--- src/rtl/instr_byte_loader.sv ---
// Instruction-memory byte loader: de-frames an escaped byte stream, packs 32-bit words
// little-endian, and holds the CPU in reset until a clean load. Optional: INSTR_LOADER_CHECKSUM_EN.
module instr_byte_loader #(
  parameter int ADDR_W = 6,
  parameter int DEPTH  = 64
) (
  input  logic              clk_i,
  input  logic              reset_n,
  input  logic [7:0]        byte_i,
  input  logic              byte_valid_i,
  output logic              imem_we_o,
  output logic [ADDR_W-1:0] imem_addr_o,
  output logic [31:0]       imem_wdata_o,
  output logic [ADDR_W:0]   word_cnt_o,
  output logic              load_done_o,
  output logic              load_err_o,
  output logic              cpu_rst_o
);

  localparam logic [7:0]      B_ESC   = 8'hFD;
  localparam logic [7:0]      B_START = 8'hFE;
  localparam logic [7:0]      B_END   = 8'hFF;
  localparam logic [ADDR_W:0] L_DEPTH = (ADDR_W+1)'(DEPTH);

`ifdef INSTR_LOADER_CHECKSUM_EN
  typedef enum logic [2:0] {S_IDLE, S_LOAD, S_ESC, S_DONE, S_CHK} state_t;
`else
  typedef enum logic [1:0] {S_IDLE, S_LOAD, S_ESC, S_DONE} state_t;
`endif

  state_t              r_state, w_state_nxt;
  logic [1:0]          r_idx, w_idx_nxt;
  logic [31:0]         r_asm, w_asm_nxt;
  logic                r_we, w_we_nxt;
  logic [ADDR_W-1:0]   r_addr, w_addr_nxt;
  logic [31:0]         r_wdata, w_wdata_nxt;
  logic [ADDR_W:0]     r_cnt, w_cnt_nxt;
  logic                r_err, w_err_nxt;
  logic                w_clear, w_data;
`ifdef INSTR_LOADER_CHECKSUM_EN
  logic [7:0]          r_csum, w_csum_nxt;
`endif

  always_ff @(posedge clk_i or negedge reset_n) begin
    if (!reset_n) begin
      r_state <= S_IDLE;
      r_idx   <= '0;
      r_asm   <= '0;
      r_we    <= 1'b0;
      r_addr  <= '0;
      r_wdata <= '0;
      r_cnt   <= '0;
      r_err   <= 1'b0;
`ifdef INSTR_LOADER_CHECKSUM_EN
      r_csum  <= '0;
`endif
    end else begin
      r_state <= w_state_nxt;
      r_idx   <= w_idx_nxt;
      r_asm   <= w_asm_nxt;
      r_we    <= w_we_nxt;
      r_addr  <= w_addr_nxt;
      r_wdata <= w_wdata_nxt;
      r_cnt   <= w_cnt_nxt;
      r_err   <= w_err_nxt;
`ifdef INSTR_LOADER_CHECKSUM_EN
      r_csum  <= w_csum_nxt;
`endif
    end
  end

  always_comb begin
    w_state_nxt = r_state;
    w_idx_nxt   = r_idx;
    w_asm_nxt   = r_asm;
    w_we_nxt    = 1'b0;
    w_addr_nxt  = r_addr;
    w_wdata_nxt = r_wdata;
    w_cnt_nxt   = r_cnt;
    w_err_nxt   = r_err;
    w_clear     = 1'b0;
    w_data      = 1'b0;
`ifdef INSTR_LOADER_CHECKSUM_EN
    w_csum_nxt  = r_csum;
`endif

    if (byte_valid_i) begin
      case (r_state)
        S_IDLE, S_DONE: begin
          if (byte_i == B_START) begin
            w_clear     = 1'b1;
            w_state_nxt = S_LOAD;
          end
        end
        S_LOAD: begin
          if (byte_i == B_ESC) begin
            w_state_nxt = S_ESC;
          end else if (byte_i == B_START) begin
            w_clear = 1'b1;
          end else if (byte_i == B_END) begin
            if (r_idx != 2'd0) begin
              w_err_nxt   = 1'b1;
              w_state_nxt = S_DONE;
            end else begin
`ifdef INSTR_LOADER_CHECKSUM_EN
              w_state_nxt = S_CHK;
`else
              w_state_nxt = S_DONE;
`endif
            end
          end else begin
            w_data = 1'b1;
          end
        end
        S_ESC: begin
          w_data      = 1'b1;
          w_state_nxt = S_LOAD;
        end
`ifdef INSTR_LOADER_CHECKSUM_EN
        S_CHK: begin
          // checksum byte is taken raw, so FD/FE/FF here are just values
          if (byte_i != r_csum) w_err_nxt = 1'b1;
          w_state_nxt = S_DONE;
        end
`endif
        default: ;
      endcase
    end

    if (w_clear) begin
      w_cnt_nxt = '0;
      w_err_nxt = 1'b0;
      w_idx_nxt = '0;
      w_asm_nxt = '0;
`ifdef INSTR_LOADER_CHECKSUM_EN
      w_csum_nxt = '0;
`endif
    end

    if (w_data) begin
      w_asm_nxt[{r_idx, 3'b000} +: 8] = byte_i;
      w_idx_nxt = r_idx + 2'd1;
`ifdef INSTR_LOADER_CHECKSUM_EN
      w_csum_nxt = r_csum ^ byte_i;
`endif
      if (r_idx == 2'd3) begin
        // full word: strobe next cycle unless memory is already full
        if (r_cnt == L_DEPTH) begin
          w_err_nxt = 1'b1;
        end else begin
          w_we_nxt    = 1'b1;
          w_addr_nxt  = r_cnt[ADDR_W-1:0];
          w_wdata_nxt = w_asm_nxt;
          w_cnt_nxt   = r_cnt + (ADDR_W+1)'(1);
        end
      end
    end
  end

  assign imem_we_o    = r_we;
  assign imem_addr_o  = r_addr;
  assign imem_wdata_o = r_wdata;
  assign word_cnt_o   = r_cnt;
  assign load_err_o   = r_err;
  assign load_done_o  = (r_state == S_DONE);
  assign cpu_rst_o    = !((r_state == S_DONE) && !r_err);

endmodule
--- config.mk ---
export PLATFORM = sky130hd
export DESIGN_NAME = instr_byte_loader
export DESIGN_NICKNAME = d
export VERILOG_FILES = /design/src/rtl/instr_byte_loader.sv
export SDC_FILE = /design/constraint.sdc
export NUM_CORES = 1
export LEC_CHECK = 0
export CELL_PAD_IN_SITES_DETAIL_PLACEMENT = 1
export CELL_PAD_IN_SITES_GLOBAL_PLACEMENT = 1
export CORE_ASPECT_RATIO = 2
export CORE_MARGIN = 2
export CORE_UTILIZATION = 35
export DETAILED_ROUTE_END_ITERATION = 16
export PLACE_DENSITY_LB_ADDON = 0.1
export SYNTH_ARGS = -nofsm -noshare
export SYNTH_HDL_FRONTEND = slang
export SYNTH_SLANG_ARGS = --single-unit
--- constraint.sdc ---
create_clock -name clk_i -period 3.31 [get_ports clk_i]
set_input_delay 0.8275 -clock clk_i [delete_from_list [all_inputs] [get_ports clk_i]]
set_output_delay 0.8275 -clock clk_i [all_outputs]
set_load 0.03 [all_outputs]
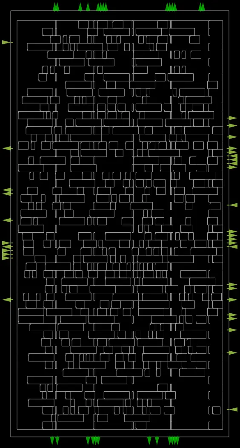
run_1/placed.png
Seq/total area: 42.1%
core box area: 0.0109 mm^2
FP Rows: 54

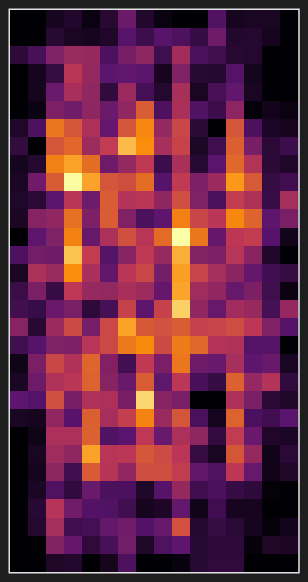
run_1/route_heat.png
16 x 31 tiles, from black (low) to pale yellow (high), scaled to the fullest tile. Values are wire area over tile area, all layers added.
emptiest ninth of the die: lower right
fullest tile: 0.45
tiles over half the peak: 19%
mean over tiles: 0.14
nearly empty tiles: 9.5%
densest ninth of the die: centre
post-DR wirelength/cell: 19.3 um
routed vias: 2982

==> impl_metrics.json, run 1 <==
{
  "status": "finished clean",
  "fp_util_pct": 35.8,
  "leakagePower_nw": 2.17,
  "lay_top_count": "dfrtp_1",
  "fin_crit_sh_pct": 80.3,
  "ant_nets": 0,
  "wirelength_um": 10600,
  "grt_max_degree": 84,
  "avgSynthCellArea_um2": 11.2,
  "synth-area-yosys_mm2": 0.00389,
  "dp_hpwl_um": 7620,
  "power_density_mw_per_mm2": 882,
  "drc": 0,
  "cp_slowest_cell": "clkdlybuf4s50_1",
  "die_x_um": 78.6,
  "synth_nets": 370,
  "ios": 60,
  "period_needed_ns": 2.66,
  "yosysWarnings": 0,
  "internal_power_w": 0.00276,
  "synthCells": 348,
  "yosysSeqAreaShare_pct": 53.3,
  "syn_to_final_growth_pct": 26.7,
  "grt_pass1_vias": 3118,
  "grt_pass1_wl_um": 17500,
  "switching_share_pct": 36.5,
  "worstPathCellList": "clkdlybuf4s50_1, nand4_1, nor3_2, and2_1, a21oi_2, a22o_1",
  "rsz0062_at_grt": "false",
  "drtPass1Iterations": 4,
  "combinationalPowerShare_pct": 37.6,
  "cts_tree": "yes",
  "hold_buffers": 0,
  "dieArea_mm2": 0.0120,
  "yosys_cells": 348,
  "ys_ff": 83,
  "synth_area_mm2": 0.00389,
  "placement.io_buffers": 59,
  "crit_required_ns": 3.54,
  "cap_violations": 0,
  "grt_usage_pct": 19.2,
  "worstPathArrival_ns": 2.88,
  "num_antenna_cells": 0,
  "seq_power_share_pct": 35.8,
  "synth-edff-count": 0,
  "worstHoldStart": "imem_wdata_o[30]$_DFFE_PN0P_",
  "drv_slew": 0,
  "grt_overflow": 0,
  "gp_congestion": 0.822,
  "synthArstFlopShare_pct": 100,
  "vdd_drop_max_uv": 429,
  "reg2reg_to": "r_asm[19]$_DFF_PN0_",
  "final_cell_mix": "83 x dfrtp_1, 58 x clkdlybuf4s50_1, 40 x nand2_1",
  "critical_path_class": "in2reg",
  "cp-end-kind": "flip-flop",
  "avgViaCountPerCell": 5.40,
  "ys_dominant_reg_cell": "dfrtp_1",
  "drive_gt1_share_pct": 12.9,
  "max_freq_mhz": 376,
  "critical_path.max_stage_delay_ns": 0.60,
  "cts.htree.levels": 3,
  "ys_types": 51,
  "power.switching_w": 0.00159,
  "cts_buffers": 9,
  "tool_warnings": 34,
  "cp_max_fo": 8,
  "cts_setup_buffers": 0,
  "regToRegSetupSlack_ns": 0.82,
  "cts_root_buffer": "clkbuf_16",
  "fin_nets": 429,
  "clock_power_share_pct": 26.6,
  "antenna_found_initial": 0,
  "final.setup.tns_ns": 0,
  "hold_class": "reg2reg",
  "worst_pin_slew_ns": 1.07,
  "postPlaceCellArea_mm2": 0.00459,
  "slew-limit-headroom_pct": 28.4,
  "min_to": "imem_wdata_o[30]$_DFFE_PN0P_",
  "clock_path_buffers": 2,
  "holdPathStages": 2,
  "final_area_mm2": 0.00493,
  "insertion_delay_ns": 0.34,
  "timing.final.setup_violations": 0,
  "post_cts_resized": 0,
  "rr_worst_depth": 6,
  "die_h_um": 153,
  "finClkSkew_ns": 0.00530,
  "startpoint_type": "input port",
  "drt_iter0_drc": 201,
  "cts.sinks": 83,
  "timing.rr.start": "r_idx[0]$_DFFE_PN0P_",
  "clkTransAtPathRegs_ns": 0.06,
  "hold_viol_final": 0
}
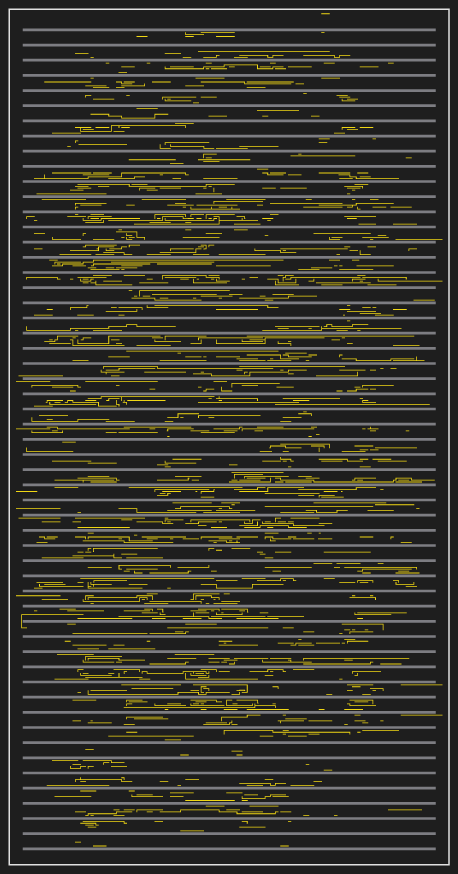
run_1/m1.png
Supply wires on this layer in grey.
longest straight run: 34.0 um
share of all routed wire: 40%
wire length on this layer: 4240 um

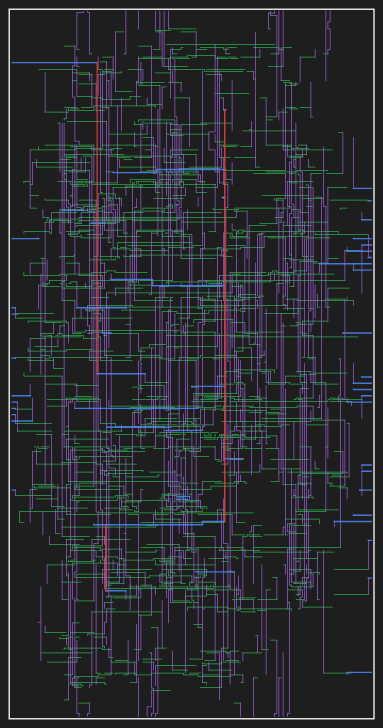
run_1/layers.png
| colour | layer | wire length |
|---|---|---|
| purple | M2 | 5910 um |
| blue | M3 | 308 um |
| green | M1 | 4240 um |
| red | M4 | 171 um |

[run 1: final cells by class]
cell class	instances	area, um^2
Clock buffer	11	243
Clock inverter	5	100
Fill cell	1182	5940
Inverter	11	41.3
Multi-Input combinational cell	230	1610
Sequential cell	83	2080
Tap cell	140	175
Timing Repair Buffer	72	686
[run 1: per-layer routing]
| metal | track usage (%) | vias to the layer above | share of wire [%] |
|---|---|---|---|
| li1 | - | 1395 | - |
| met1 | 23.1 | 1512 | 40 |
| met2 | 34.1 | 64 | 56 |
| met3 | 2.83 | 11 | 2.9 |
| met4 | 6.77 | 0 | 1.6 |
| met5 | 0 | - | 0 |
[run 1: stage by stage]
step / setup WS [ns] / utilization [%] / total power (W) / cells / hold WS (ns)
final: 0.654 / 45.4 / 0.00435 / 552 / 0.475
after global routing: 0.503 / 45.4 / 0.00463 / 552 / 0.515
after CTS: 0.651 / 45.4 / 0.00441 / 552 / 0.484
after detailed placement: 0.296 / 42.2 / 0.00323 / 536 / 0.469
after global placement: 0.319 / 42.2 / 0.00320 / 536 / 0.463
after floorplan: 1.23 / - / 0.00261 / 348 / 0.467
[run 1: worst max-delay path by stage]
stage,endpoint,start,depth (start not counted)
after floorplan,word_cnt_o[6]$_DFF_PN0_,byte_i[4],7
after global placement,r_asm[20]$_DFF_PN0_,byte_i[4],6
after detailed placement,r_asm[19]$_DFF_PN0_,byte_i[5],6
after CTS,r_asm[19]$_DFF_PN0_,byte_i[5],6
after global routing,r_asm[6]$_DFF_PN0_,byte_i[5],6
final,r_asm[19]$_DFF_PN0_,byte_i[5],6
[run 1: flip-flops by register name (all words and copies together) (netlist names)]
signal        flops
r_asm            32
imem_wdata_o     32
imem_addr_o       6
load_err_o        1
word_cnt_o        7
r_state           2
r_idx             2
imem_we_o         1
[run 1: power groups by stage]
stage	sequential, W	clock, W	combinational (W)
final	0.00156	0.00116	0.00164
after global routing	0.00160	0.00123	0.00179
after CTS	0.00156	0.00118	0.00166
after detailed placement	0.00158	0	0.00165
after global placement	0.00157	0	0.00164
after floorplan	0.00182	0	0.000790
[run 1: worst max-delay path, delay by kind of cell]
family / cells / cell delay, ns
simple gates: 3 / 1.07
compound gates: 2 / 0.38
buf+inv: 1 / 0.60
[run 1: Yosys cell counts (all sizes together) (3+ instances only)]
library cell  instances  share of area [%]
nand4                 3               0.87
ha                   11                3.5
and2                  5               0.80
buf                  17                3.5
o21ai                39                5.1
nor3                  5                1.0
mux2                  4                1.2
dfrtp                83                 53
nand3                 8                1.0
nor2                  7               0.67
and3                  3               0.61
a22o                 33                7.4
clkbuf                7               0.71
a22oi                32                6.2
nand2                41                4.0
a21oi                10                1.7
inv                  11                1.1
[run 1: cell families (layout without fill, tap and decap cells)]
group | Yosys count | in the layout | synth area share (%)
flip-flops | 83 | 83 | 53.3
AND-OR/OR-AND | 127 | 127 | 23.7
adder cells (fa/ha/maj) | 11 | 11 | 3.53
multiplexers | 5 | 5 | 1.41
AND/OR/NAND/NOR | 87 | 87 | 12.7
buffers and inverters | 35 | 99 | 5.30
--- run 2 (diff from run 1) ---
==> constraint.sdc (replaced) <==
create_clock -name clk_i -period 2.7 [get_ports clk_i]
set_input_delay 0.675 -clock clk_i [delete_from_list [all_inputs] [get_ports clk_i]]
set_output_delay 0.675 -clock clk_i [all_outputs]
set_load 0.03 [all_outputs]
==> run 2 against run 1 <==
Compared with the run above:
- first-iteration DRC count is 29% lower
- final cell count is 3.4% higher
- wire length is 4.9% higher
- count of clock-buffer cells in the layout is 1 lower
- area after synthesis stayed put
- die size stayed put
- power is 20% higher
- critical path type is now reg2out
==> impl_metrics.json, run 2 <==
{
  "synth.area.top_cells": "dfrtp_1 53%, a22o_1 7.4%, a22oi_1 6.2%",
  "avgViaCountPerCell": 5.35,
  "ys_ff": 83,
  "ios": 60,
  "clkTransAtPathRegs_ns": 0.07,
  "met2_usage_pct": 34.7,
  "syn_to_final_growth_pct": 29.4,
  "cts.sinks": 83,
  "worstPathArrival_ns": 1.73,
  "cap_violations": 0,
  "synth-edff-count": 0,
  "grt_busiest_layer": "met2",
  "tool_warnings": 34,
  "critical_path_class": "reg2out",
  "finClkSkew_ns": 0.00817,
  "ant_nets": 0,
  "die_x_um": 78.6,
  "rows": 54,
  "worst_pin_slew_ns": 0.564,
  "cts_setup_buffers": 0,
  "dieArea_mm2": 0.0120,
  "grt.met3_usage_pct": 3.78,
  "drive_gt1_share_pct": 16.7,
  "grt_pass1_wl_um": 18300,
  "period_needed_ns": 2.41,
  "synth-area-yosys_mm2": 0.00389,
  "drc": 0,
  "synthArstFlopShare_pct": 100,
  "antenna_found_initial": 0,
  "final_cell_mix": "83 x dfrtp_1, 58 x clkdlybuf4s50_1, 40 x nand2_1",
  "cts_buffers": 9,
  "cp-end-kind": "output pin",
  "startpoint_type": "flip-flop",
  "yosysTopAreaCellShare_pct": 53.3,
  "grt_max_degree": 41,
  "clock_path_buffers": 2,
  "post_cts_resized": 0,
  "grt_usage_pct": 19.9,
  "cts.htree.levels": 3,
  "netlist_top_cells_count": "83 x dfrtp_1, 41 x nand2_1, 37 x o21ai_0, 33 x a22o_1, 32 x a22oi_1",
  "vdd_drop_max_uv": 507,
  "synth_nets": 370,
  "use_met1_pct": 23.2,
  "die_h_um": 153,
  "hold_buffers": 0,
  "most_common_cell": "dfrtp_1",
  "insertion_delay_ns": 0.34,
  "avgSynthCellArea_um2": 11.2,
  "crit_required_ns": 2.03,
  "cp_max_fo": 5,
  "hold_viol_final": 0,
  "wire_per_inst_um": 19.5,
  "ys_dominant_reg_cell": "dfrtp_1",
  "timing.final.setup_violations": 0,
  "leakagePower_nw": 2.24,
  "power_density_mw_per_mm2": 1040,
  "max_freq_mhz": 415,
  "yosysSeqAreaShare_pct": 53.3,
  "drv_slew": 0,
  "gp_congestion": 0.807,
  "drtPass1Iterations": 4,
  "fp_util_pct": 35.8,
  "lay_top_count": "dfrtp_1",
  "slew-limit-headroom_pct": 62.4,
  "drt_iter0_drc": 143,
  "synthCells": 348,
  "final.setup.tns_ns": 0,
  "hold_class": "in2async",
  "dp_hpwl_um": 8300,
  "synth_area_mm2": 0.00389,
  "yosys.area.top_type": "dfrtp_1",
  "placement.io_buffers": 59,
  "yosys_cells": 348,
  "num_antenna_cells": 0,
  "cts_root_buffer": "clkbuf_16",
  "vias": 3057,
  "rsz0062_at_grt": "false",
  "finalHoldWorstSlack_ns": 0.331,
  "fin_nets": 449,
  "core_mm2": 0.0109,
  "grt_pass1_vias": 3384,
  "cts_tree": "yes",
  "wirelength_um": 11200,
  "ys_types": 51,
  "grt_overflow": 0,
  "status": "finished clean",
  "yosysWarnings": 0,
  "fin_crit_sh_pct": 89.2
}
## run 2: cell counts after synthesis
No cell type changed its count.
## run 2: report_power, final
group          total, W  internal (W)  leakage [nW]  switching, W
registers       0.00190       0.00164          1.12      0.000264
logic           0.00212      0.000890         0.981       0.00123
clock network   0.00122      0.000709         0.134      0.000508
total           0.00523       0.00324          2.24       0.00200
## run 2: cells by family (layout without fill, tap and decap cells)
| family | after synthesis | count (layout) | share of synthesized area, % |
|---|---|---|---|
| AOI/OAI and AO/OA | 127 | 127 | 23.7 |
| adders and majority gates | 11 | 11 | 3.53 |
| buffers and inverters | 35 | 118 | 5.30 |
| DFF | 83 | 83 | 53.3 |
| muxes | 5 | 5 | 1.41 |
| and+or+nand+nor | 87 | 87 | 12.7 |
## run 2: layout make-up
class	count	area, um^2
multi-input combinational	230	1610
sequential	83	2080
inverter	11	41.3
clock inverter	5	55.1
clock buffer	10	229
fill	1174	5840
timing repair buffer	92	848
tap	140	175
## run 2: stage by stage
stage               util (%)  cell area (um^2)  setup WS (ns)  total power (W)  cells
finish                  46.3              5040          0.291          0.00523    571
global route            46.3              5040          0.228          0.00556    571
CTS                     46.3              5040          0.267          0.00530    571
detailed placement      43.7              4750         0.0926          0.00407    556
global placement        43.7              4750          0.144          0.00402    556
floorplan                  -              3890          0.661          0.00320    348
## run 2: worst max-delay path, stage by stage, from the launching register on
cell and delay [ns]:
dfrtp_1 0.43, ha_1 0.22, nand2b_1 0.08, clkdlybuf4s50_1 0.67
## run 2: worst paths after layout
| check | cells past startpoint | end | from | slack [ns] |
|---|---|---|---|---|
| worst max-delay path | 3 | cpu_rst_o | r_state[1]$_DFFE_PN0P_ | 0.29 |
| worst min-delay path | 1 | imem_addr_o[4]$_DFFE_PN0P_ | reset_n | 0.33 |
| worst max register to register | 9 | r_asm[29]$_DFF_PN0_ | r_state[0]$_DFFE_PN0P_ | 0.57 |
| worst min register to register | 2 | imem_wdata_o[7]$_DFFE_PN0P_ | imem_wdata_o[7]$_DFFE_PN0P_ | 0.48 |
| max in group asynchronous | 2 | imem_wdata_o[25]$_DFFE_PN0P_ | reset_n | 1.73 |
| min in group clk_i | 2 | imem_wdata_o[7]$_DFFE_PN0P_ | imem_wdata_o[7]$_DFFE_PN0P_ | 0.48 |
## run 2: routing by layer
metal  share of wire (%)  wire length, um
met4                 2.4              265
met2                  55             6100
met5                   0                0
met3                 2.9              321
met1                  40             4470
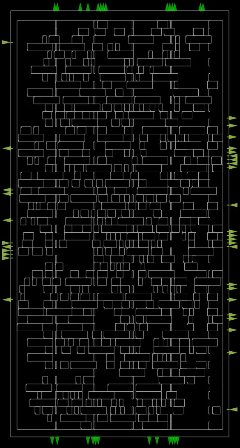
run_2/placed.png
FILL cells: 1174
final instance count without filler cells: 571

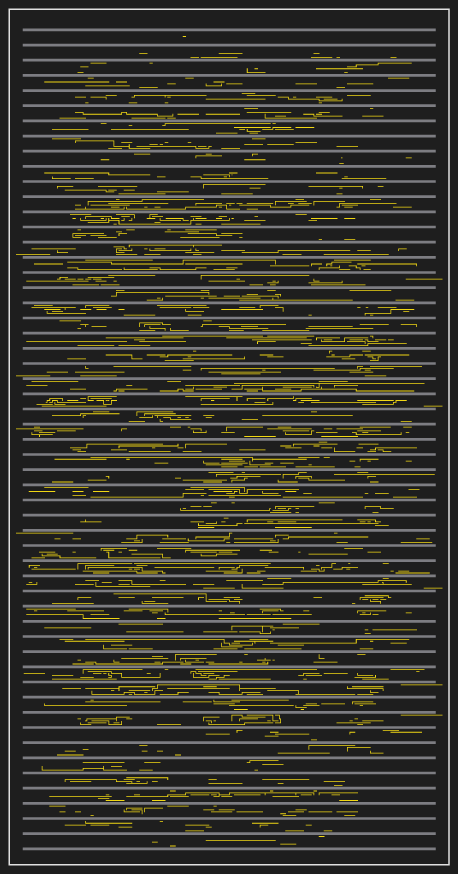
run_2/m1.png
Supply wires on this layer in grey.
share of all routed wire: 40%
main direction: horizontal

--- run 3 (diff from run 2) ---
--- a/config.mk
+++ b/config.mk
@@ -10,6 +10,7 @@
 export CORE_ASPECT_RATIO = 2
 export CORE_MARGIN = 2
 export CORE_UTILIZATION = 35
+export CTS_CLUSTER_SIZE = 28
 export DETAILED_ROUTE_END_ITERATION = 16
 export PLACE_DENSITY_LB_ADDON = 0.1
 export SYNTH_ARGS = -nofsm -noshare
==> run 3 against run 2 <==
Compared with the run above:
- first-iteration DRC count unchanged
- hold slack unchanged
- largest cell class unchanged
- global-route usage unchanged
- flip-flop count unchanged
- clock skew unchanged
- count of clock-buffer cells in the layout unchanged
- wire length unchanged
- final cell count unchanged
- setup slack unchanged
- critical path type unchanged
- fmax unchanged
- register-to-register slack about the same
- clock power about the same
==> impl_metrics.json, run 3 <==
{
  "lay_top_count": "dfrtp_1",
  "placement.io_buffers": 59,
  "drtPass1Iterations": 4,
  "crit_required_ns": 2.03,
  "fp_util_pct": 35.8,
  "cts_root_buffer": "clkbuf_16",
  "synthCells": 348,
  "grt.met3_usage_pct": 3.78,
  "avgViaCountPerCell": 5.35,
  "regToRegSetupSlack_ns": 0.57,
  "yosys.area.top_type": "dfrtp_1",
  "fin_util_pct": 46.3,
  "tool_warnings": 34,
  "seq_power_share_pct": 36.3,
  "netlist_top_cells_count": "83 x dfrtp_1, 41 x nand2_1, 37 x o21ai_0, 33 x a22o_1, 32 x a22oi_1",
  "die_x_um": 78.6,
  "clock_path_buffers": 2,
  "die_h_um": 153,
  "fin_nets": 449,
  "core_mm2": 0.0109,
  "syn_to_final_growth_pct": 29.4,
  "drc": 0,
  "grt_busiest_layer": "met2",
  "post_cts_resized": 0,
  "dp_hpwl_um": 8300,
  "clock_power_share_pct": 23.3,
  "timing.rr.start": "r_state[0]$_DFFE_PN0P_",
  "ys_dominant_reg_cell": "dfrtp_1",
  "yosysSeqAreaShare_pct": 53.3,
  "power.switching_w": 0.00200,
  "ant_nets": 0,
  "antenna_found_initial": 0,
  "vdd_drop_max_uv": 507,
  "gp_congestion": 0.807,
  "grt_pass1_wl_um": 18300,
  "clkTransAtPathRegs_ns": 0.07,
  "use_met1_pct": 23.2,
  "final_area_mm2": 0.00504,
  "switching_share_pct": 38.2,
  "yosys_cells": 348,
  "combinationalPowerShare_pct": 40.4,
  "max_freq_mhz": 415,
  "cts_buffers": 9,
  "internal_power_w": 0.00324,
  "most_common_cell": "dfrtp_1",
  "rsz0062_at_grt": "false",
  "worstPathArrival_ns": 1.73,
  "cp-startpoint": "r_state[1]$_DFFE_PN0P_",
  "rr_worst_depth": 9,
  "cts.htree.levels": 3,
  "final_cell_mix": "83 x dfrtp_1, 58 x clkdlybuf4s50_1, 40 x nand2_1",
  "synth-area-yosys_mm2": 0.00389,
  "synthArstFlopShare_pct": 100,
  "cts.sinks": 83,
  "grt_overflow": 0,
  "grt_max_degree": 41,
  "synth.area.top_cells": "dfrtp_1 53%, a22o_1 7.4%, a22oi_1 6.2%",
  "slew-limit-headroom_pct": 62.4,
  "cts_setup_buffers": 0,
  "fin_crit_sh_pct": 89.2,
  "ys_types": 51,
  "reg2reg_to": "r_asm[29]$_DFF_PN0_",
  "drv_slew": 0,
  "ys_ff": 83,
  "synth_area_mm2": 0.00389,
  "cp-end-kind": "output pin",
  "num_antenna_cells": 0,
  "finClkSkew_ns": 0.00817,
  "critical_path_class": "reg2out",
  "met2_usage_pct": 34.7,
  "hold_class": "in2async",
  "finalHoldWorstSlack_ns": 0.331,
  "cts_tree": "yes",
  "status": "finished clean",
  "dieArea_mm2": 0.0120,
  "grt_pass1_vias": 3384,
  "drive_gt1_share_pct": 16.7,
  "avgSynthCellArea_um2": 11.2,
  "yosysWarnings": 0,
  "synth-edff-count": 0,
  "rows": 54,
  "period_needed_ns": 2.41,
  "endpoint": "cpu_rst_o",
  "final.setup.tns_ns": 0,
  "insertion_delay_ns": 0.34,
  "synth_nets": 370,
  "cp_max_fo": 5,
  "power_density_mw_per_mm2": 1040,
  "leakagePower_nw": 2.24
}
## run 3: cell counts in the layout (fill, tap and decap cells not counted)
Identical to the previous run, type by type.
## run 3: stage by stage
stage               power, W  cells  setup WS (ns)
global placement     0.00402    556          0.144
global route         0.00556    571          0.228
floorplan            0.00320    348          0.661
finish               0.00523    571          0.291
CTS                  0.00530    571          0.267
detailed placement   0.00407    556         0.0926
## run 3: kinds of logic (layout without fill, tap and decap cells)
group	count (synthesis)	in the layout	share of synthesized area, %
adders and majority gates	11	11	3.53
muxes	5	5	1.41
buffers and inverters	35	118	5.30
DFF	83	83	53.3
AOI/OAI and AO/OA	127	127	23.7
and+or+nand+nor	87	87	12.7
## run 3: metal layers
layer | share of wire, % | up-vias
li1 | - | 1426
met4 | 2.4 | 0
met1 | 40 | 1555
met5 | 0 | -
met2 | 55 | 64
met3 | 2.9 | 12
## run 3: final cells by class
class	count	area, um^2
well taps	140	175
clock inverters	5	55.1
multi-input cells	230	1610
clock buffers	10	229
fillers	1174	5840
repair buffers	92	848
flip-flops and latches	83	2080
inverters	11	41.3
## run 3: power groups by stage
stage	Clock, W	Combinational [W]	Sequential (W)
global route	0.00130	0.00231	0.00196
floorplan	0	0.000969	0.00223
CTS	0.00124	0.00216	0.00191
global placement	0	0.00211	0.00190
detailed placement	0	0.00214	0.00192
finish	0.00122	0.00212	0.00190
## run 3: critical path, stage by stage (launching register included)
cell             delay [ns]
dfrtp_1                0.43
ha_1                   0.22
nand2b_1               0.08
clkdlybuf4s50_1        0.67
## run 3: worst min path at each step
| stage | from | endpoint | slack, ns | cells past startpoint |
|---|---|---|---|---|
| detailed placement | imem_wdata_o[15]$_DFFE_PN0P_ | imem_wdata_o[15]$_DFFE_PN0P_ | 0.47 | 2 |
| global route | reset_n | imem_addr_o[4]$_DFFE_PN0P_ | 0.37 | 1 |
| floorplan | reset_n | imem_addr_o[0]$_DFFE_PN0P_ | 0.38 | 0 |
| CTS | reset_n | imem_wdata_o[4]$_DFFE_PN0P_ | 0.34 | 1 |
| global placement | imem_wdata_o[24]$_DFFE_PN0P_ | imem_wdata_o[24]$_DFFE_PN0P_ | 0.46 | 2 |
| finish | reset_n | imem_addr_o[4]$_DFFE_PN0P_ | 0.33 | 1 |
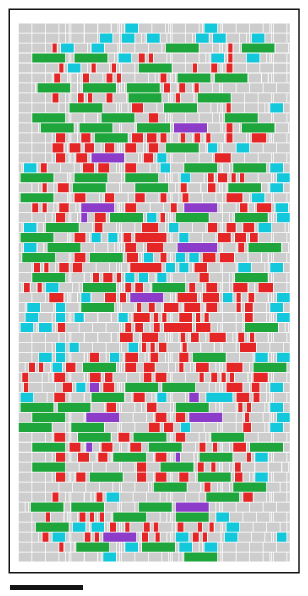
run_3/class_map.png
Scale bar: 20 um. Fill, decap, tap and diode cells in grey.
| colour | class | cells |
|---|---|---|
| cyan | remaining buffers and delay cells | 92 |
| red | remaining logic cells | 241 |
| purple | clock drivers and dummy loads | 15 |
| green | sequential cells | 83 |

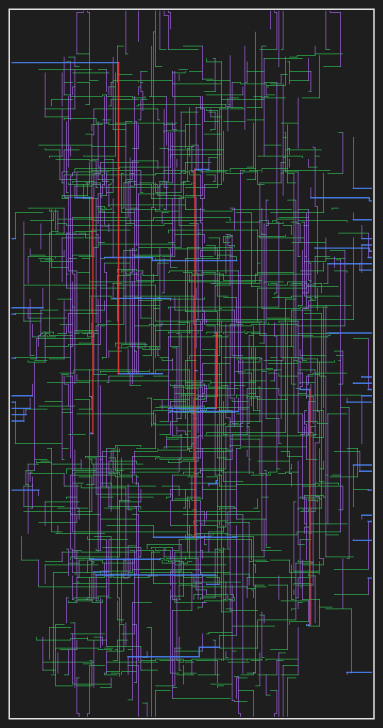
run_3/layers.png
| colour | layer | wire length |
|---|---|---|
| green | M1 | 4470 um |
| purple | M2 | 6100 um |
| blue | M3 | 322 um |
| red | M4 | 265 um |
final wirelength: 11200 um
Total GRT Usage: 19.9%
routed vias: 3057
post-DR wirelength/cell: 19.5 um

Power is estimated from default activity; no workload was simulated.
